File: config.mk
export PLATFORM = sky130hd
export DESIGN_NAME = reg_file_arbiter_flat
export DESIGN_NICKNAME = d
export VERILOG_FILES = /design/src/rtl/rf_arb_pkg.sv /design/src/rtl/reg_file_arbiter_if.sv /design/src/rtl/rr_arb2.sv /design/src/rtl/reg_file_arbiter.sv /design/src/flat_wrapper.sv
export SDC_FILE = /design/constraint.sdc
export NUM_CORES = 1
export LEC_CHECK = 0
export ABC_AREA = 1
export CORE_MARGIN = 3
export CORE_UTILIZATION = 42
export DETAILED_ROUTE_END_ITERATION = 6
export PLACE_DENSITY = 0.92
export SETUP_SLACK_MARGIN = 0.2
export SLEW_MARGIN = 20
export SYNTH_ARGS = -nofsm -noshare
export SYNTH_HDL_FRONTEND = slang
export SYNTH_SLANG_ARGS = --single-unit
File: constraint.sdc
create_clock -name clock -period 2.95 [get_ports clock]
set_input_delay 0.59 -clock clock [delete_from_list [all_inputs] [get_ports clock]]
set_output_delay 0.59 -clock clock [all_outputs]
set_load 0.005 [all_outputs]
File: src/rtl/rf_arb_pkg.sv
// rtl/rf_arb_pkg.sv - shared FSM encoding and address map constants for the register file arbiter
package rf_arb_pkg;

   typedef enum logic [1:0] {
      ST_IDLE    = 2'd0,
      ST_ISSUE   = 2'd1,
      ST_WAIT_RD = 2'd2,
      ST_RESP    = 2'd3
   } state_t;

   localparam int          RF_ADDR_W     = 6;
   localparam logic [5:0]  RF_MAX_ADDR   = 6'h38;
   localparam logic [5:0]  RF_WPROT_BASE = 6'h30;
   localparam logic [5:0]  RF_BCAST_ALL  = 6'h01;
   localparam logic [5:0]  RF_BCAST_ROT  = 6'h02;
   localparam logic [5:0]  RF_BCAST_DRV  = 6'h03;

endpackage

File: src/rtl/reg_file_arbiter_if.sv
// rtl/reg_file_arbiter_if.sv - requester and register-file port bundle for reg_file_arbiter
interface reg_file_arbiter_if #(
   parameter int ADDR_W = 6,
   parameter int DATA_W = 8
);
   logic              req0_valid;
   logic              req0_write;
   logic [ADDR_W-1:0] req0_addr;
   logic [DATA_W-1:0] req0_wdata;
   logic              req0_ready;
   logic              req0_rvalid;
   logic [DATA_W-1:0] req0_rdata;
   logic              req0_err;

   logic              req1_valid;
   logic              req1_write;
   logic [ADDR_W-1:0] req1_addr;
   logic [DATA_W-1:0] req1_wdata;
   logic              req1_ready;
   logic              req1_rvalid;
   logic [DATA_W-1:0] req1_rdata;
   logic              req1_err;

   logic [ADDR_W-1:0] rf_address;
   logic              rf_write_en;
   logic [DATA_W-1:0] rf_wr_data;
   logic              rf_read_en;
   logic [DATA_W-1:0] rf_rd_data;

   // Requesters and the register file sit on the master side; the arbiter is the slave.
   modport master (
      output req0_valid, req0_write, req0_addr, req0_wdata,
      input  req0_ready, req0_rvalid, req0_rdata, req0_err,
      output req1_valid, req1_write, req1_addr, req1_wdata,
      input  req1_ready, req1_rvalid, req1_rdata, req1_err,
      input  rf_address, rf_write_en, rf_wr_data, rf_read_en,
      output rf_rd_data
   );

   modport slave (
      input  req0_valid, req0_write, req0_addr, req0_wdata,
      output req0_ready, req0_rvalid, req0_rdata, req0_err,
      input  req1_valid, req1_write, req1_addr, req1_wdata,
      output req1_ready, req1_rvalid, req1_rdata, req1_err,
      output rf_address, rf_write_en, rf_wr_data, rf_read_en,
      input  rf_rd_data
   );

endinterface

File: src/rtl/rr_arb2.sv
// rtl/rr_arb2.sv - two-input round-robin picker; last=1 means requester 1 was served last
module rr_arb2 (
   input  logic [1:0] req,
   input  logic       last,
   input  logic       update,
   output logic [1:0] grant,
   output logic       next_last
);

   always_comb begin
      grant     = 2'b00;
      next_last = last;
      if (req == 2'b11) begin
         grant = last ? 2'b01 : 2'b10;
      end else begin
         grant = req;
      end
      if (update && (|req)) begin
         next_last = grant[1];
      end
   end

endmodule

File: src/rtl/reg_file_arbiter.sv
// rtl/reg_file_arbiter.sv - serialises two requesters onto the register file port
// Optional requester-1 write protection below WPROT_BASE: RF_ARB_WPROT_EN
module reg_file_arbiter
   import rf_arb_pkg::*;
#(
   parameter int                ADDR_W     = 6,
   parameter int                DATA_W     = 8,
   parameter int                RD_LATENCY = 1,
   parameter logic [ADDR_W-1:0] MAX_ADDR   = RF_MAX_ADDR,
   parameter logic [ADDR_W-1:0] WPROT_BASE = RF_WPROT_BASE
) (
   input  logic                clock,
   input  logic                reset_n,
   reg_file_arbiter_if.slave   bus,
   output logic                busy
);

`ifdef RF_ARB_WPROT_EN
   localparam logic WPROT_ON = 1'b1;
`else
   localparam logic WPROT_ON = 1'b0;
`endif

   state_t            state_q, state_d;
   logic              last_q, last_d;
   logic [1:0]        grant;
   logic              gnt1_q;
   logic              wr_q;
   logic [ADDR_W-1:0] addr_q;
   logic [DATA_W-1:0] wdata_q;
   logic              err_q;
   logic [DATA_W-1:0] rdata_q;
   logic [1:0]        cnt_q;
   logic              issue_err;

   rr_arb2 u_rr_arb2 (
      .req       ({bus.req1_valid, bus.req0_valid}),
      .last      (last_q),
      .update    (state_q == ST_IDLE),
      .grant     (grant),
      .next_last (last_d)
   );

   assign issue_err = (addr_q > MAX_ADDR) ||
                      (WPROT_ON && gnt1_q && wr_q && (addr_q < WPROT_BASE));

   always_ff @(posedge clock or negedge reset_n) begin
      if (!reset_n) begin
         state_q <= ST_IDLE;
         last_q  <= 1'b1;
         gnt1_q  <= 1'b0;
         wr_q    <= 1'b0;
         addr_q  <= '0;
         wdata_q <= '0;
         err_q   <= 1'b0;
         rdata_q <= '0;
         cnt_q   <= '0;
      end else begin
         state_q <= state_d;
         last_q  <= last_d;
         case (state_q)
            ST_IDLE: begin
               if (|grant) begin
                  gnt1_q  <= grant[1];
                  wr_q    <= grant[1] ? bus.req1_write : bus.req0_write;
                  addr_q  <= grant[1] ? bus.req1_addr  : bus.req0_addr;
                  wdata_q <= grant[1] ? bus.req1_wdata : bus.req0_wdata;
               end
            end
            ST_ISSUE: begin
               // Cleared here so writes and errors respond with zero data.
               err_q   <= issue_err;
               rdata_q <= '0;
               cnt_q   <= 2'(RD_LATENCY - 1);
            end
            ST_WAIT_RD: begin
               if (cnt_q == 2'd0) begin
                  rdata_q <= bus.rf_rd_data;
               end else begin
                  cnt_q <= cnt_q - 2'd1;
               end
            end
            default: ;
         endcase
      end
   end

   assign bus.rf_address = addr_q;
   assign busy           = (state_q != ST_IDLE);

   always_comb begin
      state_d         = state_q;
      bus.req0_ready  = 1'b0;
      bus.req1_ready  = 1'b0;
      bus.req0_rvalid = 1'b0;
      bus.req1_rvalid = 1'b0;
      bus.req0_rdata  = '0;
      bus.req1_rdata  = '0;
      bus.req0_err    = 1'b0;
      bus.req1_err    = 1'b0;
      bus.rf_write_en = 1'b0;
      bus.rf_read_en  = 1'b0;
      bus.rf_wr_data  = '0;
      case (state_q)
         ST_IDLE: begin
            if (|grant) state_d = ST_ISSUE;
         end
         ST_ISSUE: begin
            bus.req0_ready = !gnt1_q;
            bus.req1_ready = gnt1_q;
            if (issue_err) begin
               state_d = ST_RESP;
            end else if (wr_q) begin
               bus.rf_write_en = 1'b1;
               bus.rf_wr_data  = wdata_q;
               state_d         = ST_RESP;
            end else begin
               bus.rf_read_en = 1'b1;
               state_d        = ST_WAIT_RD;
            end
         end
         ST_WAIT_RD: begin
            if (cnt_q == 2'd0) state_d = ST_RESP;
         end
         ST_RESP: begin
            bus.req0_rvalid = !gnt1_q;
            bus.req1_rvalid = gnt1_q;
            bus.req0_rdata  = gnt1_q ? '0 : rdata_q;
            bus.req1_rdata  = gnt1_q ? rdata_q : '0;
            bus.req0_err    = !gnt1_q && err_q;
            bus.req1_err    = gnt1_q && err_q;
            state_d         = ST_IDLE;
         end
         default: state_d = ST_IDLE;
      endcase
   end

endmodule

File: src/flat_wrapper.sv
// flat-port wrapper written by rule: the top's interface ports become plain ports
module reg_file_arbiter_flat import rf_arb_pkg::*;
#(
   parameter int                ADDR_W     = 6,
   parameter int                DATA_W     = 8,
   parameter int                RD_LATENCY = 1,
   parameter logic [ADDR_W-1:0] MAX_ADDR   = RF_MAX_ADDR,
   parameter logic [ADDR_W-1:0] WPROT_BASE = RF_WPROT_BASE
)
  (clock, reset_n, busy, bus_req0_valid, bus_req0_write, bus_req0_addr, bus_req0_wdata, bus_req0_ready, bus_req0_rvalid, bus_req0_rdata, bus_req0_err, bus_req1_valid, bus_req1_write, bus_req1_addr, bus_req1_wdata, bus_req1_ready, bus_req1_rvalid, bus_req1_rdata, bus_req1_err, bus_rf_address, bus_rf_write_en, bus_rf_wr_data, bus_rf_read_en, bus_rf_rd_data);
  reg_file_arbiter_if #(.ADDR_W(ADDR_W), .DATA_W(DATA_W)) bus_i ();
  input  logic clock;
  input  logic reset_n;
  output logic busy;
  input wire logic [$bits(bus_i.req0_valid)-1:0] bus_req0_valid;
  input wire logic [$bits(bus_i.req0_write)-1:0] bus_req0_write;
  input wire logic [$bits(bus_i.req0_addr)-1:0] bus_req0_addr;
  input wire logic [$bits(bus_i.req0_wdata)-1:0] bus_req0_wdata;
  output wire logic [$bits(bus_i.req0_ready)-1:0] bus_req0_ready;
  output wire logic [$bits(bus_i.req0_rvalid)-1:0] bus_req0_rvalid;
  output wire logic [$bits(bus_i.req0_rdata)-1:0] bus_req0_rdata;
  output wire logic [$bits(bus_i.req0_err)-1:0] bus_req0_err;
  input wire logic [$bits(bus_i.req1_valid)-1:0] bus_req1_valid;
  input wire logic [$bits(bus_i.req1_write)-1:0] bus_req1_write;
  input wire logic [$bits(bus_i.req1_addr)-1:0] bus_req1_addr;
  input wire logic [$bits(bus_i.req1_wdata)-1:0] bus_req1_wdata;
  output wire logic [$bits(bus_i.req1_ready)-1:0] bus_req1_ready;
  output wire logic [$bits(bus_i.req1_rvalid)-1:0] bus_req1_rvalid;
  output wire logic [$bits(bus_i.req1_rdata)-1:0] bus_req1_rdata;
  output wire logic [$bits(bus_i.req1_err)-1:0] bus_req1_err;
  output wire logic [$bits(bus_i.rf_address)-1:0] bus_rf_address;
  output wire logic [$bits(bus_i.rf_write_en)-1:0] bus_rf_write_en;
  output wire logic [$bits(bus_i.rf_wr_data)-1:0] bus_rf_wr_data;
  output wire logic [$bits(bus_i.rf_read_en)-1:0] bus_rf_read_en;
  input wire logic [$bits(bus_i.rf_rd_data)-1:0] bus_rf_rd_data;
  assign bus_i.req0_valid = bus_req0_valid;
  assign bus_i.req0_write = bus_req0_write;
  assign bus_i.req0_addr = bus_req0_addr;
  assign bus_i.req0_wdata = bus_req0_wdata;
  assign bus_req0_ready = bus_i.req0_ready;
  assign bus_req0_rvalid = bus_i.req0_rvalid;
  assign bus_req0_rdata = bus_i.req0_rdata;
  assign bus_req0_err = bus_i.req0_err;
  assign bus_i.req1_valid = bus_req1_valid;
  assign bus_i.req1_write = bus_req1_write;
  assign bus_i.req1_addr = bus_req1_addr;
  assign bus_i.req1_wdata = bus_req1_wdata;
  assign bus_req1_ready = bus_i.req1_ready;
  assign bus_req1_rvalid = bus_i.req1_rvalid;
  assign bus_req1_rdata = bus_i.req1_rdata;
  assign bus_req1_err = bus_i.req1_err;
  assign bus_rf_address = bus_i.rf_address;
  assign bus_rf_write_en = bus_i.rf_write_en;
  assign bus_rf_wr_data = bus_i.rf_wr_data;
  assign bus_rf_read_en = bus_i.rf_read_en;
  assign bus_i.rf_rd_data = bus_rf_rd_data;
  reg_file_arbiter #(.ADDR_W(ADDR_W), .DATA_W(DATA_W), .RD_LATENCY(RD_LATENCY), .MAX_ADDR(MAX_ADDR), .WPROT_BASE(WPROT_BASE)) u_core (.clock(clock), .reset_n(reset_n), .bus(bus_i), .busy(busy));
endmodule
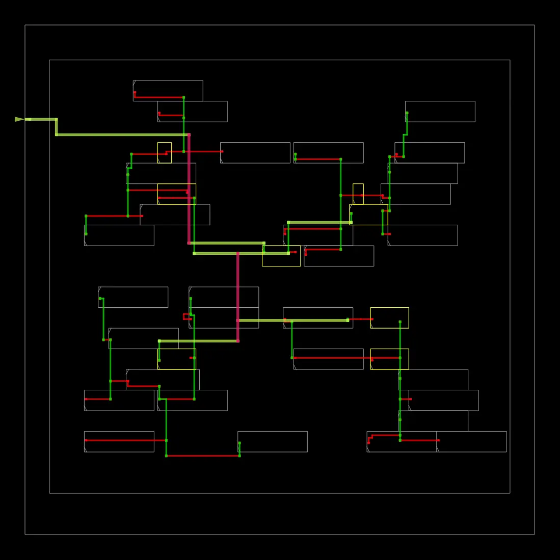
run_1/clocks.png
CLK BUF: 7
total CTS buffers: 5

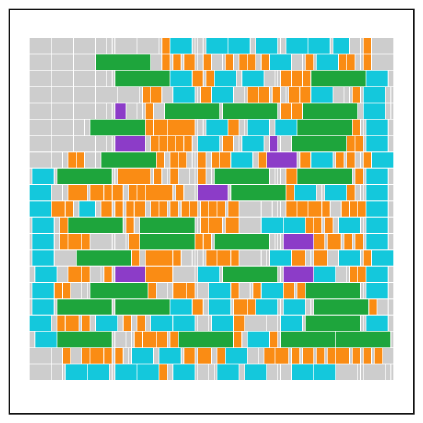
run_1/placement_by_type.png
Scale: 6 px per um. Fill, decap, tap and diode cells in gray.
Cyan is other buffers and delay cells, cells 82, share of their area 33%. Purple is clock drivers and dummy loads, cells 8, share of their area 3.7%. Green is flops, cells 30, share of their area 31%. Orange is combinational and other logic, cells 172, share of their area 32%.

==> flow_metrics.tcl, run 1 <==
# yosys + openroad results
set metrics [dict create \
    lay_top_count "clkdlybuf4s50_1" \
    maxCapViolCount 0 \
    firstDrtPassIters 4 \
    min_period_over_period_pct 91.0 \
    flop_cell "dfrtp_1" \
    topCombFamilyByArea "simple AND/OR/NAND/NOR gates" \
    fp.dieW_um 67.2 \
    grt_setup_unrepaired "yes" \
    buffers 82 \
    timing.setup.tns_ns 0 \
    met2_usage_pct 36.1 \
    yosys_area_um2 1570 \
    endpoint "bus_rf_wr_data[5]" \
    hold_path_class "reg2reg" \
    swShare_pct 38.0 \
    grt_pass1_vias 1499 \
    status "finished, final reports clean" \
    crit_family "buffers and inverters" \
    holdPathEnd "u_core.last_q" \
    worst_pin_slew_ns 0.480 \
    cpPeakStageDelay_ns 0.51 \
    crit_buf_inv 3 \
    largest_area_cell "dfrtp_1" \
    cp.arrival_ns 2.09 \
    cts.root.buffer_cell "clkbuf_8" \
    finalHoldViolations 0 \
    drt-initial-drc-count 98 \
    startpoint_type "register" \
    buf_share_pct 32.6 \
    min_from "u_core.last_q" \
    post_drt_via_cell_ratio 4.88 \
    fin_crit_ns 2.68 \
    io_buffer_count 80 \
    cp.depth 7 \
    grt_max_degree 33 \
    ctsHoldBuffers 0 \
    synth.area.top_cells "dfrtp_1, nor2_1, inv_1, o21ai_0, nand2_1" \
    cp.required_ns 2.36 \
    crit_chain "inv_1, ha_2, inv_1, nor2_2, nand2_1, nor2_1, clkdlybuf4s50_1" \
    antenna_left 0 \
    wl_met3_um 285 \
    drc 0 \
    pwr-share-comb_pct 50.4 \
    reg2reg_to "u_core.state_q[0]" \
    drv_slew 0 \
    die_y_um 67.2 \
    comb-cell-share_pct 25.8 \
    setup-violations-final 0 \
    comb-power_w 0.00105 \
    warnings 30 \
    num-fill-cells 280 \
    synth-simple-area-share_pct 21.1 \
    rr_worst_depth 8 \
    rows 21 \
    use_met1_pct 23.6 \
    edf_count 0 \
    synth-xor-area-share_pct 0 \
    well_tap_count 46 \
    max_freq_mhz 373 \
    power.leakage_nw 1.15 \
    antenna_found_initial 0 \
    crit_top_cell "inv_1" \
    compound_area_share_pct 15.3 \
]
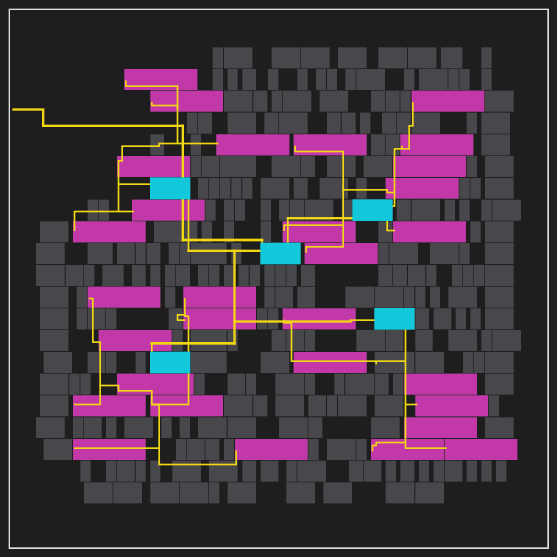
run_1/clk_routes.png
Scale: 8 px per um.
Cyan is clock drivers, count 5. Magenta is flip-flops, count 30. Yellow is clock wires, length 372 um.
There are 6 routed clock nets.

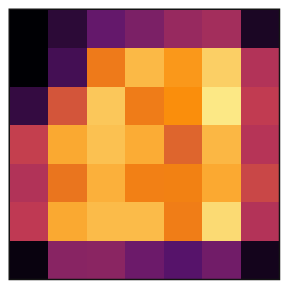
run_1/cell_density.png
Scale: 4 px per um. The die is cut into 7 by 7 equal tiles; black is low, pale yellow is high, 0 to 100% covered.
The mean over all tiles is 54%. 33% of the tiles are over 75% full. 4.1% of the tiles are nearly empty. The emptiest ninth of the die: top left. The fullest tile reaches 95%. The densest ninth of the die: middle.

## run 1: state kept, by name, indices dropped and copies added (netlist names)
name and flops:
u_core.rdata_q 8, u_core.wdata_q 8, u_core.bus.rf_address 6, u_core.cnt_q 2, u_core.state_q 2, u_core.err_q 1
u_core.gnt1_q 1, u_core.last_q 1, u_core.wr_q 1
## run 1: per-stage QoR
step                      hold WS (ns)  std cells  setup WS (ns)  power [W]  cell area [um^2]
after global routing             0.560        338          0.195    0.00225              2500
final                            0.518        338          0.267    0.00208              2500
after CTS                        0.522        337          0.251    0.00207              2500
after detailed placement         0.498        329          0.480    0.00173              2400
after floorplan                  0.294        208           1.20    0.00125              1570
after global placement           0.476        329          0.589    0.00168              2400
==> run 2, diff against run 1 <==
GPL_ROUTABILITY_DRIVEN = 0   (was unset)
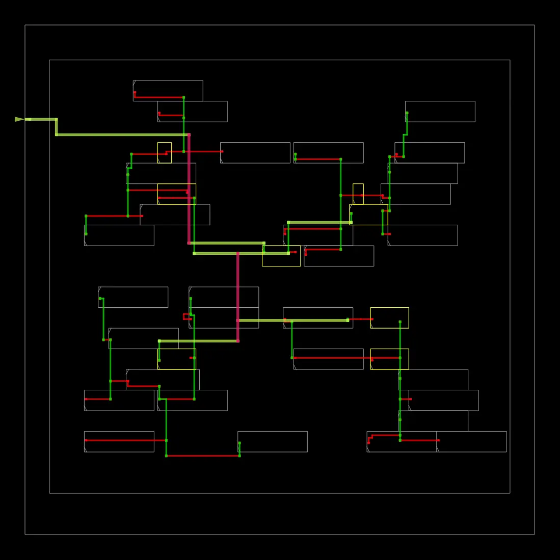
run_2/clocks.png
Worst-Skew Late Latency: 0.28 ns
clk sink count: 30
Clk power: 0.000335 W

==> flow_metrics.tcl, run 2 <==
# yosys + openroad results
set metrics [dict create \
    status "finished, final reports clean" \
    warnings 30 \
    power.total_w 0.00208 \
    synth-simple-area-share_pct 21.1 \
    clock_buffers 7 \
    firstDrtPassIters 4 \
    async_reset_ff_share_pct 100 \
    largest_area_cell "dfrtp_1" \
    yosys_area_um2 1570 \
    crit_type "reg2out" \
    fp.dieW_um 67.2 \
    finalHoldViolations 0 \
    antenna_found_initial 0 \
    swShare_pct 38.0 \
    buffers 82 \
    synth-xor-area-share_pct 0 \
    cts.root.buffer_cell "clkbuf_8" \
    well_tap_count 46 \
    yosysTopAreaCellShare_pct 46.2 \
    holdPathEnd "u_core.last_q" \
    drv_slew 0 \
    hold_path_class "reg2reg" \
    fin_crit_ns 2.68 \
    lay_top_count "clkdlybuf4s50_1" \
    edf_count 0 \
    drt-initial-drc-count 98 \
    synth.area.top_cells "dfrtp_1, nor2_1, inv_1, o21ai_0, nand2_1" \
    buf_share_pct 32.6 \
    flop_area_um2 752 \
    startpoint_type "register" \
    crit_top_cell "inv_1" \
    crit_family "buffers and inverters" \
    crit_chain "inv_1, ha_2, inv_1, nor2_2, nand2_1, nor2_1, clkdlybuf4s50_1" \
    num-fill-cells 280 \
    grt_pass1_vias 1499 \
    rows 21 \
    post_drt_via_cell_ratio 4.88 \
    timing.setup.tns_ns 0 \
    antenna_left 0 \
    max_freq_mhz 373 \
    cp.arrival_ns 2.09 \
    topCombFamilyByArea "simple AND/OR/NAND/NOR gates" \
    place_worst_setup_slack_ns 0.480 \
    ctsHoldBuffers 0 \
    cp.required_ns 2.36 \
    cts_tree "built" \
    stdcell_area_um2 2500 \
    cp.depth 7 \
    drc 0 \
    placedCellCount 329 \
    rr_worst_depth 8 \
    syn_area_um2 1570 \
    holdWs_ns 0.518 \
    reg2reg_to "u_core.state_q[0]" \
    min_period_over_period_pct 91.0 \
    comb-power_w 0.00105 \
    worst_pin_slew_ns 0.480 \
    synth_nets 255 \
    finish.cell_count_without_fillers 338 \
    flop_cell "dfrtp_1" \
    min_from "u_core.last_q" \
    crit_buf_inv 3 \
    maxCapViolCount 0 \
    grt_setup_unrepaired "yes" \
    grt_max_degree 33 \
    fin_ws_ns 0.267 \
    comb-cell-share_pct 25.8 \
    compound_area_share_pct 15.3 \
    cts_buffers 5 \
    power.leakage_nw 1.15 \
    cpPeakStageDelay_ns 0.51 \
    placedInstanceArea_um2 2400 \
    die_y_um 67.2 \
]
[run 2: per-layer routing]
layer	vias to the layer above	share of wire (%)	track usage, %	wire, um
met2	59	52	36.1	2290
met1	764	40	23.6	1770
met5	-	0	0	0
li1	818	-	-	-
met4	0	1.4	7.34	61
met3	9	6.5	4.99	285
[run 2: how the worst max path moves through the flow]
| stage | from | end | slack, ns |
|---|---|---|---|
| finish | u_core.state_q[1] | bus_rf_wr_data[5] | 0.27 |
| CTS | u_core.state_q[1] | bus_rf_wr_data[5] | 0.25 |
| global placement | u_core.state_q[1] | bus_rf_wr_data[0] | 0.59 |
| detailed placement | u_core.state_q[1] | bus_rf_wr_data[5] | 0.48 |
| global route | u_core.state_q[1] | bus_rf_wr_data[5] | 0.20 |
| floorplan | u_core.state_q[1] | bus_rf_wr_data[0] | 1.20 |
No activity file was given, so power comes from the tool's default toggle rates.
